Figure 1. Cell density map (run 1).
The die is cut into 12 by 12 equal tiles; black is low, pale yellow is high, 0 to 100% covered.
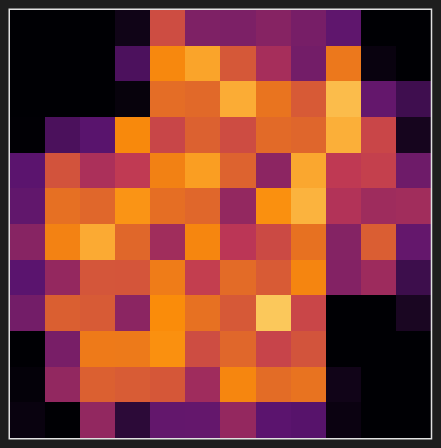
Figure 2. Drive-strength map (run 1).
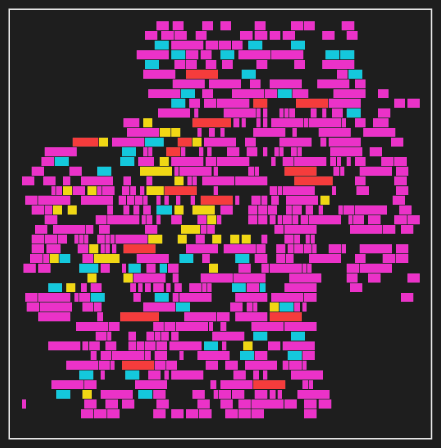
Figure 3. Placed cells, one colour a class (run 1).
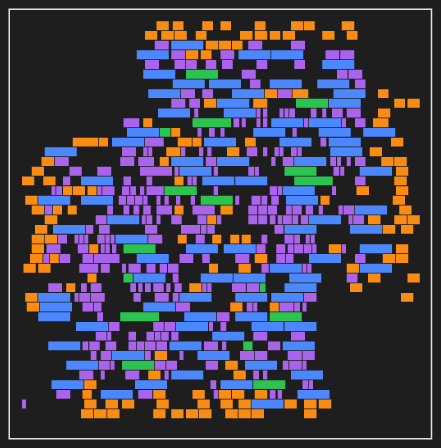
### src/rtl/mem_access_ctrl_pkg.sv
// mem_access_ctrl_pkg: LC-3b word/opcode types and memory-access FSM encodings
package mem_access_ctrl_pkg;
    typedef logic [15:0] lc3b_word;
    typedef logic [3:0] lc3b_opcode;
    localparam lc3b_opcode OP_LDB = 4'h2;
    localparam lc3b_opcode OP_STB = 4'h3;
    localparam lc3b_opcode OP_LDI = 4'ha;
    localparam lc3b_opcode OP_STI = 4'hb;
    typedef enum logic [1:0] {IDLE, FIRST, SECOND, DONE} mem_acc_state_t;
    typedef enum logic [2:0] {WORD_LD, WORD_ST, BYTE_LD, BYTE_ST, IND_LD, IND_ST} mem_acc_kind_t;
    // Opcode decides byte/indirect kinds; otherwise write wins over read.
    function automatic mem_acc_kind_t classify(lc3b_opcode op, logic wr);
        return op == OP_LDB ? BYTE_LD : op == OP_STB ? BYTE_ST : op == OP_LDI ? IND_LD :
               op == OP_STI ? IND_ST : wr ? WORD_ST : WORD_LD;
    endfunction
    function automatic logic is_load(mem_acc_kind_t k);
        return k inside {WORD_LD, BYTE_LD, IND_LD};
    endfunction
endpackage

### src/rtl/mem_access_ctrl_if.sv
// mem_access_ctrl_if: data-memory handshake bus between the MEM sequencer and memory
interface mem_access_ctrl_if;
    import mem_access_ctrl_pkg::*;
    logic dmem_read;
    logic dmem_write;
    lc3b_word dmem_address;
    lc3b_word dmem_wdata;
    logic [1:0] dmem_byte_enable;
    logic dmem_resp;
    lc3b_word dmem_rdata;
    modport master(output dmem_read, dmem_write, dmem_address, dmem_wdata, dmem_byte_enable,
                   input dmem_resp, dmem_rdata);
    modport slave(input dmem_read, dmem_write, dmem_address, dmem_wdata, dmem_byte_enable,
                  output dmem_resp, dmem_rdata);
endinterface

### src/rtl/mem_access_ctrl_lane.sv
// mem_byte_lane: byte-lane steering for stores and zero-extended byte extraction for loads
module mem_byte_lane
    import mem_access_ctrl_pkg::*;
(
    input  mem_acc_kind_t kind,
    input  logic addr0,
    input  lc3b_word data,
    input  lc3b_word rdata,
    output lc3b_word wdata,
    output logic [1:0] byte_enable,
    output lc3b_word load_value
);
    logic byte_acc;
    assign byte_acc = kind inside {BYTE_LD, BYTE_ST};
    assign wdata = kind == BYTE_ST ? {data[7:0], data[7:0]} : data;
    assign byte_enable = !byte_acc ? 2'b11 : addr0 ? 2'b10 : 2'b01;
    assign load_value = kind != BYTE_LD ? rdata : {8'h00, addr0 ? rdata[15:8] : rdata[7:0]};
endmodule

### src/rtl/mem_access_ctrl.sv
// mem_access_ctrl: MEM-stage data-memory sequencer; expands LDI/STI into two accesses
// and stalls the pipeline while an access is outstanding.
module mem_access_ctrl
    import mem_access_ctrl_pkg::*;
(
    input  logic clk,
    input  logic reset_n,
    input  logic valid,
    input  lc3b_opcode opcode,
    input  logic read_memory,
    input  logic write_memory,
    input  lc3b_word address,
    input  lc3b_word store_data,
    mem_access_ctrl_if.master bus,
    output logic stall,
    output lc3b_word load_data,
    output logic load_data_valid
);
    mem_acc_state_t state;
    mem_acc_kind_t kind_q;
    mem_acc_kind_t new_kind;
    lc3b_word addr_q;
    lc3b_word data_q;
    lc3b_word pointer;
    lc3b_word lane_wdata;
    lc3b_word lane_load;
    logic [1:0] lane_be;
    logic req;
    logic first_wr;
    assign req = valid & (read_memory | write_memory);
    assign new_kind = classify(opcode, write_memory);
    assign first_wr = new_kind inside {WORD_ST, BYTE_ST};
    assign stall = state == IDLE ? req : state != DONE;
    assign bus.dmem_address = state == SECOND ? {pointer[15:1], 1'b0} :
                              state == FIRST ? {addr_q[15:1], 1'b0} : '0;
    // Steering uses the live inputs while accepting a request, latched values afterwards.
    mem_byte_lane lane (
        .kind(state == IDLE ? new_kind : kind_q),
        .addr0(state == IDLE ? address[0] : addr_q[0]),
        .data(store_data),
        .rdata(bus.dmem_rdata),
        .wdata(lane_wdata),
        .byte_enable(lane_be),
        .load_value(lane_load)
    );
    always_ff @(posedge clk or negedge reset_n) begin
        if (!reset_n) begin
            state <= IDLE;
            kind_q <= WORD_LD;
            addr_q <= '0;
            data_q <= '0;
            pointer <= '0;
            bus.dmem_read <= 1'b0;
            bus.dmem_write <= 1'b0;
            bus.dmem_wdata <= '0;
            bus.dmem_byte_enable <= 2'b00;
            load_data <= '0;
            load_data_valid <= 1'b0;
        end else begin
            load_data_valid <= 1'b0;
            case (state)
                IDLE: if (req) begin
                    state <= FIRST;
                    kind_q <= new_kind;
                    addr_q <= address;
                    data_q <= store_data;
                    bus.dmem_read <= !first_wr;
                    bus.dmem_write <= first_wr;
                    bus.dmem_wdata <= lane_wdata;
                    bus.dmem_byte_enable <= lane_be;
                end
                FIRST: if (bus.dmem_resp) begin
                    if (kind_q inside {IND_LD, IND_ST}) begin
                        state <= SECOND;
                        pointer <= bus.dmem_rdata;
                        bus.dmem_read <= kind_q == IND_LD;
                        bus.dmem_write <= kind_q == IND_ST;
                        bus.dmem_wdata <= data_q;
                        bus.dmem_byte_enable <= 2'b11;
                    end else begin
                        state <= DONE;
                        bus.dmem_read <= 1'b0;
                        bus.dmem_write <= 1'b0;
                        if (is_load(kind_q)) begin
                            load_data <= lane_load;
                            load_data_valid <= 1'b1;
                        end
                    end
                end
                SECOND: if (bus.dmem_resp) begin
                    state <= DONE;
                    bus.dmem_read <= 1'b0;
                    bus.dmem_write <= 1'b0;
                    if (is_load(kind_q)) begin
                        load_data <= lane_load;
                        load_data_valid <= 1'b1;
                    end
                end
                default: state <= IDLE;
            endcase
        end
    end
endmodule

### src/flat_wrapper.sv
// flat-port wrapper written by rule: the top's interface ports become plain ports
module mem_access_ctrl_flat import mem_access_ctrl_pkg::*;
  (clk, reset_n, valid, opcode, read_memory, write_memory, address, store_data, stall, load_data, load_data_valid, bus_dmem_read, bus_dmem_write, bus_dmem_address, bus_dmem_wdata, bus_dmem_byte_enable, bus_dmem_resp, bus_dmem_rdata);
  mem_access_ctrl_if bus_i ();
  input  logic clk;
  input  logic reset_n;
  input  logic valid;
  input  lc3b_opcode opcode;
  input  logic read_memory;
  input  logic write_memory;
  input  lc3b_word address;
  input  lc3b_word store_data;
  output logic stall;
  output lc3b_word load_data;
  output logic load_data_valid;
  output wire logic [$bits(bus_i.dmem_read)-1:0] bus_dmem_read;
  output wire logic [$bits(bus_i.dmem_write)-1:0] bus_dmem_write;
  output wire logic [$bits(bus_i.dmem_address)-1:0] bus_dmem_address;
  output wire logic [$bits(bus_i.dmem_wdata)-1:0] bus_dmem_wdata;
  output wire logic [$bits(bus_i.dmem_byte_enable)-1:0] bus_dmem_byte_enable;
  input wire logic [$bits(bus_i.dmem_resp)-1:0] bus_dmem_resp;
  input wire logic [$bits(bus_i.dmem_rdata)-1:0] bus_dmem_rdata;
  assign bus_dmem_read = bus_i.dmem_read;
  assign bus_dmem_write = bus_i.dmem_write;
  assign bus_dmem_address = bus_i.dmem_address;
  assign bus_dmem_wdata = bus_i.dmem_wdata;
  assign bus_dmem_byte_enable = bus_i.dmem_byte_enable;
  assign bus_i.dmem_resp = bus_dmem_resp;
  assign bus_i.dmem_rdata = bus_dmem_rdata;
  mem_access_ctrl u_core (.clk(clk), .reset_n(reset_n), .valid(valid), .opcode(opcode), .read_memory(read_memory), .write_memory(write_memory), .address(address), .store_data(store_data), .bus(bus_i), .stall(stall), .load_data(load_data), .load_data_valid(load_data_valid));
endmodule
### config.mk
export PLATFORM = sky130hd
export DESIGN_NAME = mem_access_ctrl_flat
export DESIGN_NICKNAME = d
export VERILOG_FILES = /design/src/rtl/mem_access_ctrl_pkg.sv /design/src/rtl/mem_access_ctrl_if.sv /design/src/rtl/mem_access_ctrl_lane.sv /design/src/rtl/mem_access_ctrl.sv /design/src/flat_wrapper.sv
export SDC_FILE = /design/constraint.sdc
export NUM_CORES = 1
export LEC_CHECK = 0
export CAP_MARGIN = 25
export CORE_AREA = 3 3 115 117
export CTS_CLUSTER_SIZE = 20
export DETAILED_ROUTE_END_ITERATION = 10
export DIE_AREA = 0 0 118 120
export PLACE_DENSITY = 0.61
export SYNTH_ARGS = -nofsm -noshare
export SYNTH_HDL_FRONTEND = slang
export SYNTH_SLANG_ARGS = --single-unit
### constraint.sdc
create_clock -name clk -period 2.4 [get_ports clk]
set_input_delay 0.36 -clock clk [delete_from_list [all_inputs] [get_ports clk]]
set_output_delay 0.36 -clock clk [all_outputs]
set_load 0.01 [all_outputs]
==> qor.yml, run 1 <==
common_cells: "dfrtp_1 (89), nand2_1 (54), mux2_2 (35)"
syn_nets: 460
nNetsFinal: 581
lay_top_cells: "clkdlybuf4s50_1 (94), dfrtp_1 (89), nand2_1 (54)"
htree_levels: 3
post_dp_cell_area_mm2: 0.005663
grt_pass1_wl_um: 20590
cpMaxStageDelayCell: "dfrtp_1"
use_met2_pct: 30.11
met2WireLength_um: 6126
synth.most_common_cell: "dfrtp_1"
yosys.cell_types.count: 50
cp_data_arrival_time_ns: 1.97
crit_path_end_kind: "primary output"
synthFlopType: "dfrtp_1"
path_buffers: 4
port_buffers: 110
yosys.area.top_type: "dfrtp_1"
fmax_ghz: 0.4289
die_height_um: 120
final_cells: 696
setup_viol: 0
r2r_slack_ns: 0.23
topCellsByArea: "dfrtp_1 (52%), mux2_2 (9.2%), nand2_1 (4.7%), a22o_1 (4.5%), o21ai_0 (3.3%)"
drcViolationCount: 0
place_ws_ns: 0.1697
slew_headroom_pct: 30.57
slew_violations: 0
r2r-start: "u_core.state[1]"
synth_top_area_share_pct: 51.74
grt_use_met1_pct: 24.99
insertion_delay_ns: 0.35
cp.required_ns: 2.04
status: "finished clean"
crit_chain: "inv_1 -> ha_2 -> nor2b_4 -> buf_6 -> buf_4 -> a22o_1 -> dlygate4sd2_1"
path_clk_slew_ns: 0.06
grt_max_degree: 40
power.leakage_nw: 2.637
holdPathEnd: "u_core.bus.dmem_byte_enable[0]"
hold_viol_final: 0
chipArea_mm2: 0.01416
reg2regPathDepth: 5
critPathLaunchType: "register"
vias: 3648
post-route-period-util_pct: 97.15
worstHoldPathType: "reg -> reg"
ys_ff: 89
syn_avg_cell_area_um2: 10.81
tns_ns: 0
drv_cap: 0
cts_hold_buf: 1
grt_overflow_total: 0
cts_buffers: 9
edf_count: 0
avgViaCountPerCell: 5.241
rsz0062_at_grt: "true"
## Picture notes: Figure 1
emptiest ninth of the die	top left
mean over tiles	41%
tiles over 75% full	9.0%
nearly empty tiles	18%
fullest tile	88%
CORE AREA: 0.01247 mm^2
Core Util, Final: 48.63%

## Picture notes: Figure 2
size	colour	cells	share
drive 6 and up	red	16	3.1%
drive 2	cyan	42	8.0%
drive 3 to 4	yellow	33	6.3%
drive 1 or less	magenta	433	83%
bufs w/o clock: 138
Layout area overhead: 40.84%
post-route design area: 0.006062 mm^2
worst setup slack after layout: 0.06830 ns

## Picture notes: Figure 3
class	colour	cells	share of their area
all other logic	purple	281	33%
flip-flops	blue	89	38%
other buffers and delay cells	orange	138	23%
clock drivers and dummy loads	green	16	5.9%

==> run 1: final cells by class <==
cell class,instances,area [um^2],share of cell area [%]
sequential,89,2227,36.74
multi-input combinational,265,1892,31.21
timing repair buffer,138,1324,21.84
clock buffer,9,225.2,3.715
tap,172,215.2,3.550
clock inverter,7,118.9,1.961
inverter,16,60.06,0.9907
==> run 1: cell families (layout without fill, tap and decap cells) <==
group	Yosys count	count (layout)	share of synthesized area [%]
fa+ha+maj	4	4	1.163
mux	45	45	11.48
buf+inv	44	170	4.826
simple gates	98	98	10.81
compound gates	117	117	19.88
flops	89	89	51.74
other cells	1	1	0.08713
==> run 1: worst max path at each step <==
stage,start,end,cells after the start,slack [ns]
3_3_place_gp,u_core.state[0],u_core.bus.dmem_wdata[12],5,0.22
3_5_place_dp,u_core.state[0],u_core.bus.dmem_wdata[11],5,0.17
5_1_grt,u_core.state[1],bus_dmem_address[14],7,-0.02
2_1_floorplan,u_core.state[1],bus_dmem_address[12],7,0.39
6_report,u_core.state[0],bus_dmem_address[14],7,0.07
4_1_cts,u_core.state[0],bus_dmem_address[9],6,0.0009
==> run 1: flip-flops by register name, indices dropped and copies added (netlist names) <==
signal / flops
u_core.load_data: 16
u_core.bus.dmem_wdata: 16
u_core.kind_q: 3
u_core.data_q: 16
u_core.bus.dmem_write: 1
u_core.load_data_valid: 1
u_core.pointer: 15
u_core.state: 2
u_core.bus.dmem_read: 1
u_core.addr_q: 16
u_core.bus.dmem_byte_enable: 2
==> run 1: power by group <==
| part | total, mW | switching [mW] | internal (mW) |
|---|---|---|---|
| sequential | 2.64 | 0.427 | 2.21 |
| combinational | 3.73 | 1.83 | 1.90 |
| clock | 1.63 | 0.611 | 1.02 |
| total | 8.00 | 2.87 | 5.13 |
Figure 4. Routing congestion (run 1).
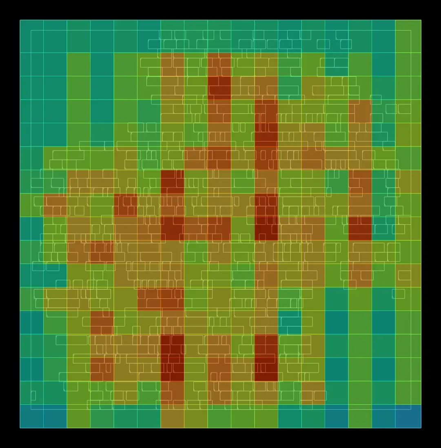

==> run 1 -> run 2 <==
--- a/config.mk
+++ b/config.mk
@@ -10,7 +10,7 @@
 export CTS_CLUSTER_SIZE = 20
 export DETAILED_ROUTE_END_ITERATION = 10
 export DIE_AREA = 0 0 118 120
-export PLACE_DENSITY = 0.61
+export SETUP_SLACK_MARGIN = 0.05
 export SYNTH_ARGS = -nofsm -noshare
 export SYNTH_HDL_FRONTEND = slang
 export SYNTH_SLANG_ARGS = --single-unit
Figure 5. Routing congestion (run 2).
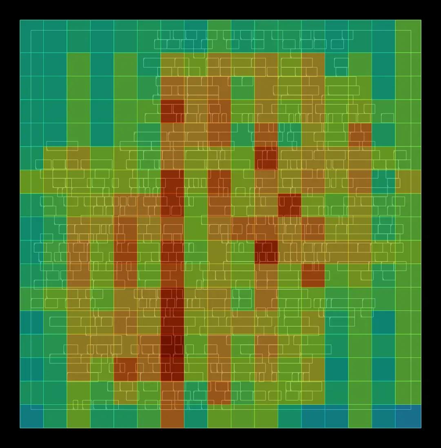
WL per Instance: 17.62 um
GR Util met3: 2.828%
M2 GR Usage: 28.53%
All-Layer GR Usage: 17.56%

Figure 6. Drive-strength map (run 2).
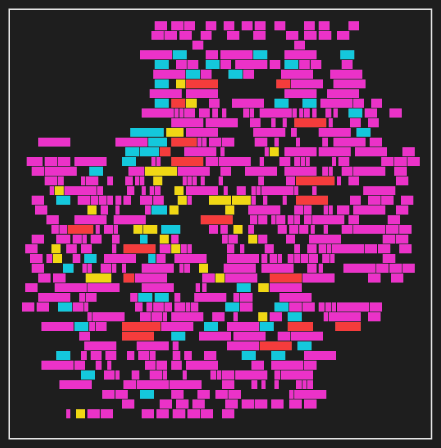
size	colour	cells	share
drive 1 or less	magenta	429	83%
drive 6 and up	red	19	3.7%
drive 3 to 4	yellow	28	5.4%
drive 2	cyan	44	8.5%

Figure 7. Sequential cells coloured by netlist name (run 2).
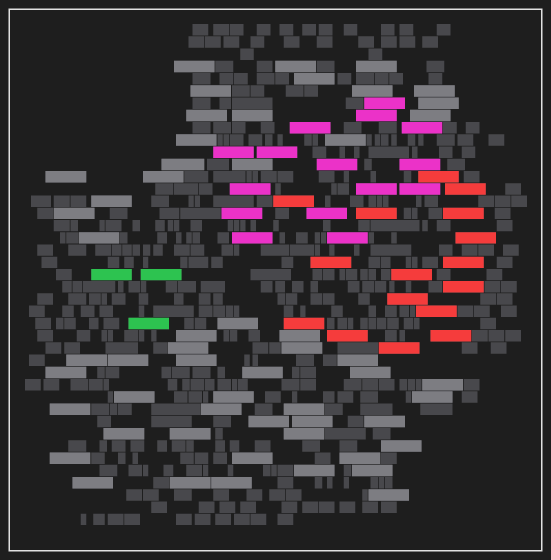
signal	colour	placed flops
`u_core.kind_q`	green	3
`u_core.load_data`	red	16
`u_core.pointer`	magenta	15
Register Area: 0.002228 mm^2
seq pwr: 2.65 mW
Core Util, Final: 48.52%
Seq/total area: 36.84%

==> qor.yml, run 2 <==
status: "finished clean"  # unchanged
power.group.top: "combinational logic"  # unchanged
switchingPower_mw: 2.839  # was 2.869 mW
cp_data_arrival_time_ns: 1.92  # was 1.97 ns
nMultiInputCombCells: 265  # unchanged
tap-cell-count: 172  # unchanged
path_clk_slew_ns: 0.07  # was 0.06 ns
die_height_um: 120  # unchanged
power.leakage_nw: 2.604  # was 2.637 nW
intPower_mw: 5.048  # was 5.127 mW
buffers_excl_clock: 134  # was 138
inverters: 16  # unchanged
p_comb_mw: 3.71  # was 3.73 mW
common_cells: "dfrtp_1 (89), nand2_1 (54), mux2_2 (35)"  # unchanged
worstHoldPathType: "in -> async"  # was reg -> reg
edf_count: 0  # unchanged
ys_ff: 89  # unchanged
yosys.area.top_type: "dfrtp_1"  # unchanged
slew_violations: 0  # unchanged
rsz0062_at_grt: "true"  # unchanged
htree_levels: 3  # unchanged
grt_max_degree: 50  # was 40
setup_viol: 0  # unchanged
swShare_pct: 35.99  # was 35.88%
synthFlopType: "dfrtp_1"  # unchanged
logic_area_mm2: 0.001897  # was 0.001892 mm^2
nonClkBufAreaFrac_pct: 21.82  # was 21.84%
final_cells: 692  # was 696
drcViolationCount: 0  # unchanged
lay_top_cells: "clkdlybuf4s50_1 (93), dfrtp_1 (88), nand2_1 (54)"  # was clkdlybuf4s50_1 (94), dfrtp_1 (89), nand2_1 (54)
syn_nets: 460  # unchanged
insertion_delay_ns: 0.34  # was 0.35 ns
clk_share_pct: 5.420  # was 5.676%
post-route-period-util_pct: 94.83  # was 97.15%
vias: 3554  # was 3648
grt_overflow_total: 0  # unchanged
grt_pass1_wl_um: 19560  # was 20590 um
seq_power_share_pct: 33.6  # was 33.0%
path_buffers: 4  # unchanged
slew_headroom_pct: 49.22  # was 30.57%
nClkBuffers: 9  # unchanged
==> run 2: kinds of logic (layout without fill, tap and decap cells) <==
family / after synthesis / count (layout) / synth area share (%)
AND-OR/OR-AND: 117 / 117 / 19.88
AND/OR/NAND/NOR: 98 / 98 / 10.81
other: 1 / 1 / 0.08713
buffers and inverters: 44 / 166 / 4.826
flip-flops: 89 / 89 / 51.74
adder cells (fa/ha/maj): 4 / 4 / 1.163
multiplexers: 45 / 45 / 11.48
==> run 2: layer usage <==
layer,global-route usage [%],part of all wire (%)
met1,23.86,45
met2,28.53,48
met3,2.828,5.3
met4,6.300,1.7
met5,0,0
==> run 2: what timing repair did <==
item | 4_1_cts | 5_1_grt
setup buffers | 2 | 0
gates resized | 23 | 4
pin swaps | 0 | 0
endpoints found under the setup margin | 17 | 11
gates cloned | 1 | 0
==> run 2: through the flow <==
step	setup slack [ns]	area, um^2	power, mW	hold slack (ns)
2_1_floorplan	0.3855	4304	4.668	0.06441
3_3_place_gp	0.2037	5678	6.293	0.4268
3_5_place_dp	0.1472	5678	6.376	0.4360
4_1_cts	0.07670	6032	7.932	0.06151
5_1_grt	0.03278	6048	8.392	0.1056
6_report	0.1242	6048	7.887	0.04065
==> run 2: path summary, 6_finish.rpt <==
check	start	to	slack, ns	depth (start not counted)
worst max-delay path	u_core.state[1]	bus_dmem_address[14]	0.12	7
worst min-delay path	reset_n	u_core.data_q[11]	0.04	1
worst max register to register	u_core.state[1]	u_core.bus.dmem_wdata[11]	0.16	7
worst min register to register	u_core.bus.dmem_wdata[3]	u_core.bus.dmem_wdata[3]	0.48	2
max in group asynchronous	reset_n	u_core.addr_q[4]	1.69	2
min in group clk	u_core.bus.dmem_wdata[3]	u_core.bus.dmem_wdata[3]	0.48	2
Power is estimated from default activity; no workload was simulated.
